run_1/flops_by_reg.png
Scale bar: 50 µm. Other sequential cells in the stronger gray, the rest of the logic in the fainter gray.
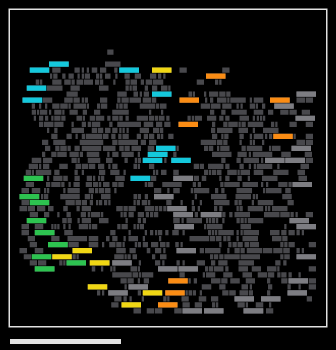
run_1/detail.png
Scale bar: 20 µm. Region (46, 75) to (96, 125) µm. Cells in gray, sequential cells in the stronger gray; small squares are vias.
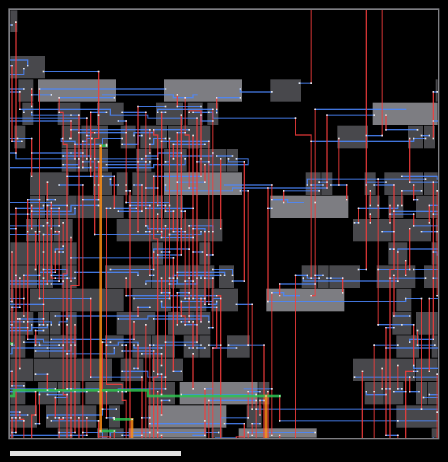
run_1/clocks.png
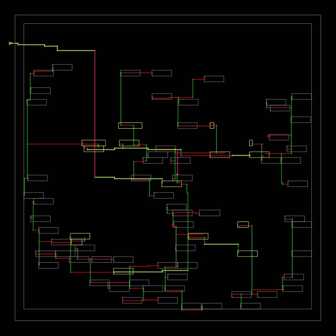
==> src/rtl/compression_gain_smoother_pkg.sv <==
// Shared constants, state encoding and dB-domain helpers for the compressor
// gain path (gain computer and gain smoother).
package compression_gain_smoother_pkg;

    localparam int FRAC_BITS = 4;
    localparam int DB_W      = 7;
    localparam int ENV_W     = DB_W + FRAC_BITS;
    localparam int GR_W      = 9;
    localparam int GAIN_W    = 8;
    localparam int SAMPLE_W  = 8;
    localparam int PROD_W    = 17;

    localparam logic [DB_W-1:0]        DB_MAX  = 7'd127;
    localparam logic signed [GR_W-1:0] GR_ZERO = 9'sd0;
    localparam logic signed [GR_W-1:0] GR_MAX  = 9'sd127;
    localparam logic [GAIN_W-1:0]      GAIN_UNITY = 8'd255;

    typedef enum logic [2:0] {
        ST_IDLE    = 3'd0,
        ST_SMOOTH  = 3'd1,
        ST_LOOKUP  = 3'd2,
        ST_ROMWAIT = 3'd3,
        ST_APPLY   = 3'd4
    } state_e;

    // Negative requests mean no attenuation; anything past DB_MAX saturates.
    function automatic logic [DB_W-1:0] clamp_db(input logic signed [GR_W-1:0] gr);
        logic [DB_W-1:0] r;
        if (gr < GR_ZERO) begin
            r = '0;
        end else if (gr > GR_MAX) begin
            r = DB_MAX;
        end else begin
            r = gr[DB_W-1:0];
        end
        return r;
    endfunction

    // One-pole step with a 1-LSB floor so the envelope always lands on target.
    function automatic logic [ENV_W-1:0] env_next(input logic [ENV_W-1:0] t,
                                                  input logic [ENV_W-1:0] e,
                                                  input int unsigned      atk_shift,
                                                  input int unsigned      rel_shift);
        logic [ENV_W-1:0] diff;
        logic [ENV_W-1:0] step;
        logic [ENV_W-1:0] r;
        if (t > e) begin
            diff = t - e;
            step = diff >> atk_shift;
            step = (step == '0) ? 11'd1 : step;
            r    = e + step;
        end else if (t < e) begin
            diff = e - t;
            step = diff >> rel_shift;
            step = (step == '0) ? 11'd1 : step;
            r    = e - step;
        end else begin
            r = e;
        end
        return r;
    endfunction

endpackage

==> src/rtl/compression_gain_smoother_if.sv <==
// Handshake and data bundle between the gain computer / audio path and the
// gain smoother.
interface compression_gain_smoother_if;
    import compression_gain_smoother_pkg::*;

    logic                       start;
    logic                       bypass;
    logic signed [GR_W-1:0]     gain_reduction_db;
    logic signed [SAMPLE_W-1:0] sample_in;
    logic signed [SAMPLE_W-1:0] sample_out;
    logic [GAIN_W-1:0]          gain_linear;
    logic [DB_W-1:0]            smoothed_db;
    logic                       done;

    modport master (
        output start, bypass, gain_reduction_db, sample_in,
        input  sample_out, gain_linear, smoothed_db, done
    );

    modport slave (
        input  start, bypass, gain_reduction_db, sample_in,
        output sample_out, gain_linear, smoothed_db, done
    );

endinterface

==> src/rtl/compression_gain_smoother_db_to_linear_rom.sv <==
// Attenuation (whole dB) to linear Q0.8 gain table, min(255, round(256*10^(-d/20))),
// with a registered read port.
module compression_gain_smoother_db_to_linear_rom
    import compression_gain_smoother_pkg::*;
(
    input  logic              clock,
    input  logic              reset,
    input  logic              en,
    input  logic [DB_W-1:0]   addr,
    output logic [GAIN_W-1:0] data
);

    logic [GAIN_W-1:0] data_q;

    function automatic logic [GAIN_W-1:0] rom_lookup(input logic [DB_W-1:0] a);
        logic [GAIN_W-1:0] g;
        case (a)
            7'd0:  g = 8'd255;  7'd1:  g = 8'd228;  7'd2:  g = 8'd203;  7'd3:  g = 8'd181;
            7'd4:  g = 8'd162;  7'd5:  g = 8'd144;  7'd6:  g = 8'd128;  7'd7:  g = 8'd114;
            7'd8:  g = 8'd102;  7'd9:  g = 8'd91;   7'd10: g = 8'd81;   7'd11: g = 8'd72;
            7'd12: g = 8'd64;   7'd13: g = 8'd57;   7'd14: g = 8'd51;   7'd15: g = 8'd46;
            7'd16: g = 8'd41;   7'd17: g = 8'd36;   7'd18: g = 8'd32;   7'd19: g = 8'd29;
            7'd20: g = 8'd26;   7'd21: g = 8'd23;   7'd22: g = 8'd20;   7'd23: g = 8'd18;
            7'd24: g = 8'd16;   7'd25: g = 8'd14;   7'd26: g = 8'd13;   7'd27: g = 8'd11;
            7'd28: g = 8'd10;   7'd29: g = 8'd9;    7'd30: g = 8'd8;    7'd31: g = 8'd7;
            7'd32: g = 8'd6;    7'd33: g = 8'd6;    7'd34: g = 8'd5;    7'd35: g = 8'd5;
            7'd36: g = 8'd4;    7'd37: g = 8'd4;    7'd38: g = 8'd3;    7'd39: g = 8'd3;
            7'd40: g = 8'd3;    7'd41: g = 8'd2;    7'd42: g = 8'd2;    7'd43: g = 8'd2;
            7'd44: g = 8'd2;    7'd45: g = 8'd1;    7'd46: g = 8'd1;    7'd47: g = 8'd1;
            7'd48: g = 8'd1;    7'd49: g = 8'd1;    7'd50: g = 8'd1;    7'd51: g = 8'd1;
            7'd52: g = 8'd1;    7'd53: g = 8'd1;    7'd54: g = 8'd1;
            default: g = 8'd0;
        endcase
        return g;
    endfunction

    // Synchronous read; output holds between enabled reads.
    always_ff @(posedge clock or negedge reset) begin
        if (!reset) begin
            data_q <= '0;
        end else if (en) begin
            data_q <= rom_lookup(addr);
        end else begin
            data_q <= data_q;
        end
    end

    assign data = data_q;

endmodule

==> src/rtl/compression_gain_smoother.sv <==
// Smooths the requested gain reduction with attack/release ballistics in the dB
// domain, converts it to a linear gain and scales the accompanying sample.
module compression_gain_smoother
    import compression_gain_smoother_pkg::*;
#(
    parameter int unsigned ATTACK_SHIFT  = 1,
    parameter int unsigned RELEASE_SHIFT = 4
) (
    input  logic                         clock,
    input  logic                         reset,
    compression_gain_smoother_if.slave   bus
);

    state_e                     state_q, state_d;
    logic signed [GR_W-1:0]     gr_q, gr_d;
    logic signed [SAMPLE_W-1:0] sample_q, sample_d;
    logic                       bypass_q, bypass_d;
    logic [ENV_W-1:0]           env_q, env_d;
    logic signed [SAMPLE_W-1:0] sample_out_q, sample_out_d;
    logic [GAIN_W-1:0]          gain_q, gain_d;
    logic [DB_W-1:0]            sdb_q, sdb_d;
    logic                       done_q, done_d;

    logic [GAIN_W-1:0]          rom_data_s;
    logic [GAIN_W-1:0]          g_s;
    logic signed [PROD_W-1:0]   sample_ext_s;
    logic signed [PROD_W-1:0]   gain_ext_s;
    logic signed [PROD_W-1:0]   prod_s;

    compression_gain_smoother_db_to_linear_rom u_rom (
        .clock (clock),
        .reset (reset),
        .en    (state_q == ST_LOOKUP),
        .addr  (env_q[ENV_W-1:FRAC_BITS]),
        .data  (rom_data_s)
    );

    // Gain selection and signed scaling; the product always fits, |out| <= |in|.
    always_comb begin
        if (bypass_q) begin
            g_s = GAIN_UNITY;
        end else begin
            g_s = rom_data_s;
        end
        sample_ext_s = {{(PROD_W-SAMPLE_W){sample_q[SAMPLE_W-1]}}, sample_q};
        gain_ext_s   = {{(PROD_W-GAIN_W){1'b0}}, g_s};
        prod_s       = sample_ext_s * gain_ext_s;
    end

    // Next-state and datapath updates for the smoothing sequence.
    always_comb begin
        state_d      = state_q;
        gr_d         = gr_q;
        sample_d     = sample_q;
        bypass_d     = bypass_q;
        env_d        = env_q;
        sample_out_d = sample_out_q;
        gain_d       = gain_q;
        sdb_d        = sdb_q;
        done_d       = 1'b0;
        case (state_q)
            ST_IDLE: begin
                if (bus.start) begin
                    gr_d     = bus.gain_reduction_db;
                    sample_d = bus.sample_in;
                    bypass_d = bus.bypass;
                    state_d  = ST_SMOOTH;
                end else begin
                    state_d  = ST_IDLE;
                end
            end
            ST_SMOOTH: begin
                env_d   = env_next({clamp_db(gr_q), {FRAC_BITS{1'b0}}}, env_q,
                                   ATTACK_SHIFT, RELEASE_SHIFT);
                state_d = ST_LOOKUP;
            end
            ST_LOOKUP: begin
                state_d = ST_ROMWAIT;
            end
            ST_ROMWAIT: begin
                state_d = ST_APPLY;
            end
            ST_APPLY: begin
                sample_out_d = SAMPLE_W'(prod_s >>> 5'd8);
                gain_d       = g_s;
                sdb_d        = env_q[ENV_W-1:FRAC_BITS];
                done_d       = 1'b1;
                state_d      = ST_IDLE;
            end
            default: begin
                state_d = ST_IDLE;
            end
        endcase
    end

    // State and output registers; reset drops any in-flight sample.
    always_ff @(posedge clock or negedge reset) begin
        if (!reset) begin
            state_q      <= ST_IDLE;
            gr_q         <= '0;
            sample_q     <= '0;
            bypass_q     <= 1'b0;
            env_q        <= '0;
            sample_out_q <= '0;
            gain_q       <= '0;
            sdb_q        <= '0;
            done_q       <= 1'b0;
        end else begin
            state_q      <= state_d;
            gr_q         <= gr_d;
            sample_q     <= sample_d;
            bypass_q     <= bypass_d;
            env_q        <= env_d;
            sample_out_q <= sample_out_d;
            gain_q       <= gain_d;
            sdb_q        <= sdb_d;
            done_q       <= done_d;
        end
    end

    assign bus.sample_out  = sample_out_q;
    assign bus.gain_linear = gain_q;
    assign bus.smoothed_db = sdb_q;
    assign bus.done        = done_q;

endmodule

==> src/flat_wrapper.sv <==
// flat-port wrapper written by rule: the top's interface ports become plain ports
module compression_gain_smoother_flat import compression_gain_smoother_pkg::*;
#(
    parameter int unsigned ATTACK_SHIFT  = 1,
    parameter int unsigned RELEASE_SHIFT = 4
)
  (clock, reset, bus_start, bus_bypass, bus_gain_reduction_db, bus_sample_in, bus_sample_out, bus_gain_linear, bus_smoothed_db, bus_done);
  compression_gain_smoother_if bus_i ();
  input  logic clock;
  input  logic reset;
  input wire logic [$bits(bus_i.start)-1:0] bus_start;
  input wire logic [$bits(bus_i.bypass)-1:0] bus_bypass;
  input wire logic [$bits(bus_i.gain_reduction_db)-1:0] bus_gain_reduction_db;
  input wire logic [$bits(bus_i.sample_in)-1:0] bus_sample_in;
  output wire logic [$bits(bus_i.sample_out)-1:0] bus_sample_out;
  output wire logic [$bits(bus_i.gain_linear)-1:0] bus_gain_linear;
  output wire logic [$bits(bus_i.smoothed_db)-1:0] bus_smoothed_db;
  output wire logic [$bits(bus_i.done)-1:0] bus_done;
  assign bus_i.start = bus_start;
  assign bus_i.bypass = bus_bypass;
  assign bus_i.gain_reduction_db = bus_gain_reduction_db;
  assign bus_i.sample_in = bus_sample_in;
  assign bus_sample_out = bus_i.sample_out;
  assign bus_gain_linear = bus_i.gain_linear;
  assign bus_smoothed_db = bus_i.smoothed_db;
  assign bus_done = bus_i.done;
  compression_gain_smoother #(.ATTACK_SHIFT(ATTACK_SHIFT), .RELEASE_SHIFT(RELEASE_SHIFT)) u_core (.clock(clock), .reset(reset), .bus(bus_i));
endmodule
==> config.mk <==
export PLATFORM = sky130hd
export DESIGN_NAME = compression_gain_smoother_flat
export DESIGN_NICKNAME = d
export VERILOG_FILES = /design/src/rtl/compression_gain_smoother_pkg.sv /design/src/rtl/compression_gain_smoother_if.sv /design/src/rtl/compression_gain_smoother_db_to_linear_rom.sv /design/src/rtl/compression_gain_smoother.sv /design/src/flat_wrapper.sv
export SDC_FILE = /design/constraint.sdc
export NUM_CORES = 1
export LEC_CHECK = 0
export CAP_MARGIN = 20
export CORE_MARGIN = 4
export CORE_UTILIZATION = 35
export DETAILED_ROUTE_END_ITERATION = 12
export PLACE_DENSITY = 0.56
export SKIP_CTS_REPAIR_TIMING = 1
export SLEW_MARGIN = 20
export SYNTH_ARGS = -nofsm -noshare
export SYNTH_HDL_FRONTEND = slang
export SYNTH_SLANG_ARGS = --single-unit
==> constraint.sdc <==
create_clock -name clock -period 5.09 [get_ports clock]
set_clock_uncertainty 0.1 [all_clocks]
set_input_delay 1.018 -clock clock [delete_from_list [all_inputs] [get_ports clock]]
set_output_delay 1.018 -clock clock [all_outputs]
set_load 0.02 [all_outputs]
==> ds_physical_params.txt, run 1 <==
Summary of implementation characteristics

Parameter                              Value

Critical path
  Slack of the worst reg-to-reg path .................. -140 ps
  Depth of the worst register-to-register path .................. 23
  Max stage delay cell, worst path .................. or4_4
  R2R Path End .................. u_core.env_q[10]
  Worst setup path class .................. flip-flop to flip-flop

Cells and area
  Count of inverters other than clock inverters in the layout .................. 74
  Leading cell kind .................. combinational gates
  Count of multi-input gates .................. 550
  Layout filler cell count .................. roughly 1,800
  Fraction of final layout cells with drive strength greater than 1 .................. between 10% and 20%

Placement
  Final weighted congestion in routability-driven placement .................. 0.882
  Port-buffer cells .................. 44
  Dpl cells .................. 1,008
  Worst-case setup slack after placement .................. 0.924 ps
  Detail Placement HPWL .................. between 10,000 and 15,000 µm

Yosys
  Largest cells by area after synthesis .................. dfrtp_1, ha_1, fa_1
  Area fraction in and, or, nand and nor cells .................. 17.2%
  Post-synthesis cell area .................. 0.00635 mm²
  Portion of synthesized cell area occupied by the leading cell type .................. 25.2%

Clock network
  H-Tree Depth .................. 3

Final timing
  Slew margin rel. .................. between 40 and 50%
  Setup slack after layout .................. -137 ps
  Setup Viol. Count Final .................. 1
  Final number of max-transition violations .................. 0

Die
  Ports .................. 45
  Die height .................. 143 µm
  Effective utilization at floorplan .................. 35.5%
  Std cell rows .................. 49
  Core Area .................. 0.0179 mm²

Routing
  Post-route antenna net violation count .................. 0
  Average wire per standard cell .................. 15.3 µm
  Post-Route WL .................. 15,700 µm
  Total iterations of the first detailed-routing run .................. 4
  Met1 routed wirelength after detailed routing .................. between 7000 and 8000 µm
  Overall via count from detail_route .................. 5,150
  Total met3 wirelength after detailed routing .................. between 500 and 600 µm

Outcome
  Status .................. finished with violations
  Failing checks .................. negative setup slack

Job
  Total tool warning count .................. 39

Global route
  Global routing met3 resource utilization .................. 3.52%
  Antenna violations before repair .................. 0
  Overflow left after global routing .................. 0

Hold path
  Startpoint of the worst hold path .................. u_core.bus.sample_out[0]
About flops_by_reg.png:
| color | name in the netlist | flops |
|---|---|---|
| cyan | `u_core.env_q` | 11 |
| yellow | `u_core.bus.smoothed_db` | 7 |
| green | `u_core.gr_q` | 9 |
| orange | `u_core.bus.gain_linear` | 8 |
not colored: 29
area taken by flip-flops and latches: 0.00160 mm²
utilization after layout: 43.6%
fraction of area in registers: 20.5%

About detail.png:
| color | layer |
|---|---|
| orange | metal 4 |
| blue | metal 1 |
| green | metal 3 |
| red | metal 2 |
sequential cells in the window: 8
netlist names of flops here include: `u_core.env_q` (4), `u_core.bus.gain_linear` (3)
most frequent: nand2_1 (12), o21ai_0 (9), buf_4 (9)
cells with their middle in the window: 118

About clocks.png:
clock buf count: 12
layout sequential cell count: 64
total clock buffers created by CTS: 9

run_1/layer_met1.png
Scale bar: 50 µm.
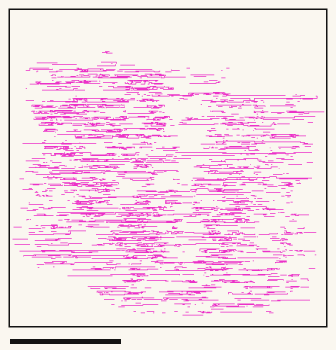

--- run 2 (diff from run 1) ---
Settings changed: SYNTH_HIERARCHICAL set to 1.
run_2/layer_met1.png
Scale bar: 50 µm.
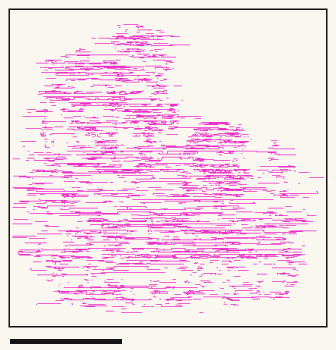
nets with wire on the layer: 844
longest straight run: 63.0 µm
overall via count from detail_route: 5,151
grt met1 use: 23.3%
Post-Route WL: 15,900 µm

==> ds_physical_params.txt, run 2 <==
Summary of implementation characteristics

Parameter                              Value

Clock network
  Total clock buffers created by CTS .................. 9 (unchanged)
  H-Tree Depth .................. 3 (unchanged)

Cells and area
  Layout sequential cell count .................. 64 (unchanged)
  Layout filler cell count .................. 1,694 (was 1,824)
  Utilization after layout .................. 44.5% (was 43.6%)
  Leading cell kind .................. combinational gates (unchanged)
  Count of multi-input gates .................. 531 (was 550)
  Fraction of final layout cells with drive strength greater than 1 .................. 18.3% (was 16.6%)
  Fraction of area in registers .................. 20.7% (was 20.5%)
  Count of inverters other than clock inverters in the layout .................. 73 (was 74)

Placement
  Port-buffer cells .................. 44 (unchanged)
  Final weighted congestion in routability-driven placement .................. 0.882 (unchanged)
  Worst-case setup slack after placement .................. -20.0 ps (was 0.924 ps)

Yosys
  Portion of synthesized cell area occupied by the leading cell type .................. 25.6% (was 25.2%)
  Largest cells by area after synthesis .................. dfrtp_1, ha_1, fa_1 (unchanged)
  Post-synthesis cell area .................. 0.00625 mm² (was 0.00635 mm²)

Final timing
  Slew margin rel. .................. 46.1% (was 44.3%)
  Final number of max-transition violations .................. 0 (unchanged)
  Setup slack after layout .................. 189 ps (was -137 ps)
  Setup Viol. Count Final .................. 0 (was 1)

Die
  Effective utilization at floorplan .................. 35.9% (was 35.5%)
  Die height .................. 142 µm (was 143 µm)

Global route
  Global routing met3 resource utilization .................. 2.66% (was 3.52%)
  Antenna violations before repair .................. 0 (unchanged)

Critical path
  Slack of the worst reg-to-reg path .................. 190 ps (was -140 ps)
  R2R Path End .................. u_core/env_q[10] (was u_core.env_q[10])

Routing
  Average wire per standard cell .................. 15.7 µm (was 15.3 µm)
  Met1 routed wirelength after detailed routing .................. 7660 µm (was 7250 µm)
  Total iterations of the first detailed-routing run .................. 5 (was 4)

Outcome
  Status .................. finished, final reports clean (was finished with violations)
run_2/io_placement.png
Scale bar: 50 µm. Pins as bars across the die edge, other pins in gray.
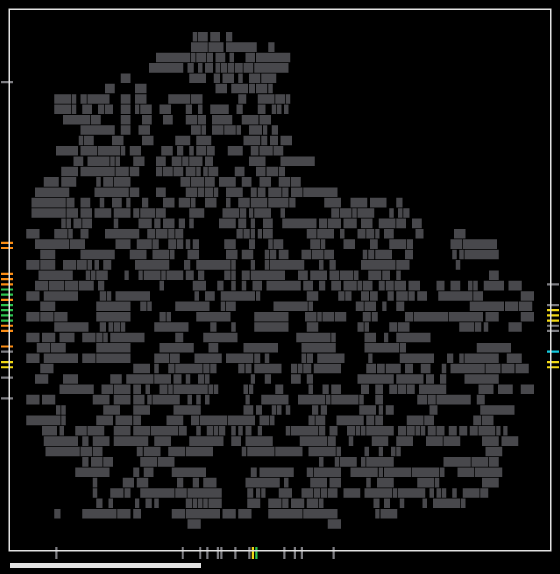

--- run 3 (diff from run 2) ---
Settings changed: PLACE_DENSITY 0.56 to 0.54.
Clock period 5.09 ns to 5.1 ns, I/O delays scaled along.
run_3/io_placement.png
Scale bar: 50 µm. Pins as bars across the die edge, other pins in gray.
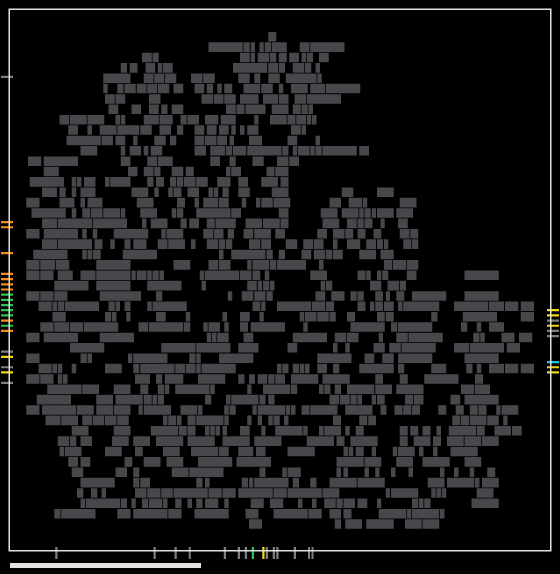
| color | port | pins | direction | edge |
|---|---|---|---|---|
| yellow | `bus_sample_in` | 8 | input | 5 right, 2 left, 1 bottom |
| cyan | `bus_bypass` | 1 | input | right |
| orange | `bus_gain_reduction_db` | 9 | input | left |
| green | `bus_smoothed_db` | 7 | output | 6 left, 1 bottom |
all pins by edge: 21 left, 15 bottom, 9 right
die height: 142 µm
die boundary width: 142 µm
Port-buffer cells: 44

==> ds_physical_params.txt, run 3 <==
Summary of implementation characteristics

Parameter                              Value

Cells and area
  Layout sequential cell count .................. 64 (unchanged)
  Clock buf count .................. 11 (was 9)
  Utilization after layout .................. 44.8% (was 44.5%)
  Leading cell kind .................. combinational gates (unchanged)
  Layout filler cell count .................. 1,701 (was 1,694)
  Fraction of area in registers .................. 20.5% (was 20.7%)
  Fraction of final layout cells with drive strength greater than 1 .................. 18.7% (was 18.3%)

Placement
  Dpl cells .................. 996 (was 984)
  Final weighted congestion in routability-driven placement .................. 0.867 (was 0.882)
  Worst-case setup slack after placement .................. -12.6 ps (was -20.0 ps)
  Detail Placement HPWL .................. 12,400 µm (about the same)

Routing
  Post-Route WL .................. 15,700 µm (was 15,900 µm)
  Met1 routed wirelength after detailed routing .................. 7590 µm (was 7660 µm)
  Total iterations of the first detailed-routing run .................. 5 (unchanged)
  Average wire per standard cell .................. 15.4 µm (was 15.7 µm)
  Total met3 wirelength after detailed routing .................. 609 µm (was 579 µm)
  Overall via count from detail_route .................. 5,154 (was 5,151)
  Post-route antenna net violation count .................. 0 (unchanged)

Die
  Ports .................. 45 (unchanged)
  Core Area .................. 0.0174 mm² (unchanged)
  Std cell rows .................. 48 (unchanged)
  Effective utilization at floorplan .................. 35.9% (unchanged)

Yosys
  Largest cells by area after synthesis .................. dfrtp_1, ha_1, fa_1 (unchanged)
  Portion of synthesized cell area occupied by the leading cell type .................. 25.6% (unchanged)
  Post-synthesis cell area .................. 0.00625 mm² (unchanged)
  Area fraction in and, or, nand and nor cells .................. 16.3% (unchanged)

Critical path
  R2R Path End .................. u_core/env_q[10] (unchanged)
  Worst setup path class .................. flip-flop to flip-flop (unchanged)
  Depth of the worst register-to-register path .................. 27 (was 26)

Final timing
  Setup slack after layout .................. 220 ps (was 189 ps)
  Slew margin rel. .................. 32.8% (was 46.1%)
  Final number of max-transition violations .................. 0 (unchanged)

Global route
  Antenna violations before repair .................. 0 (unchanged)
  Overflow left after global routing .................. 0 (unchanged)
  Grt met1 use .................. 22.9% (was 23.3%)

Job
  Total tool warning count .................. 41 (was 42)

Outcome
  Status .................. finished, final reports clean (unchanged)
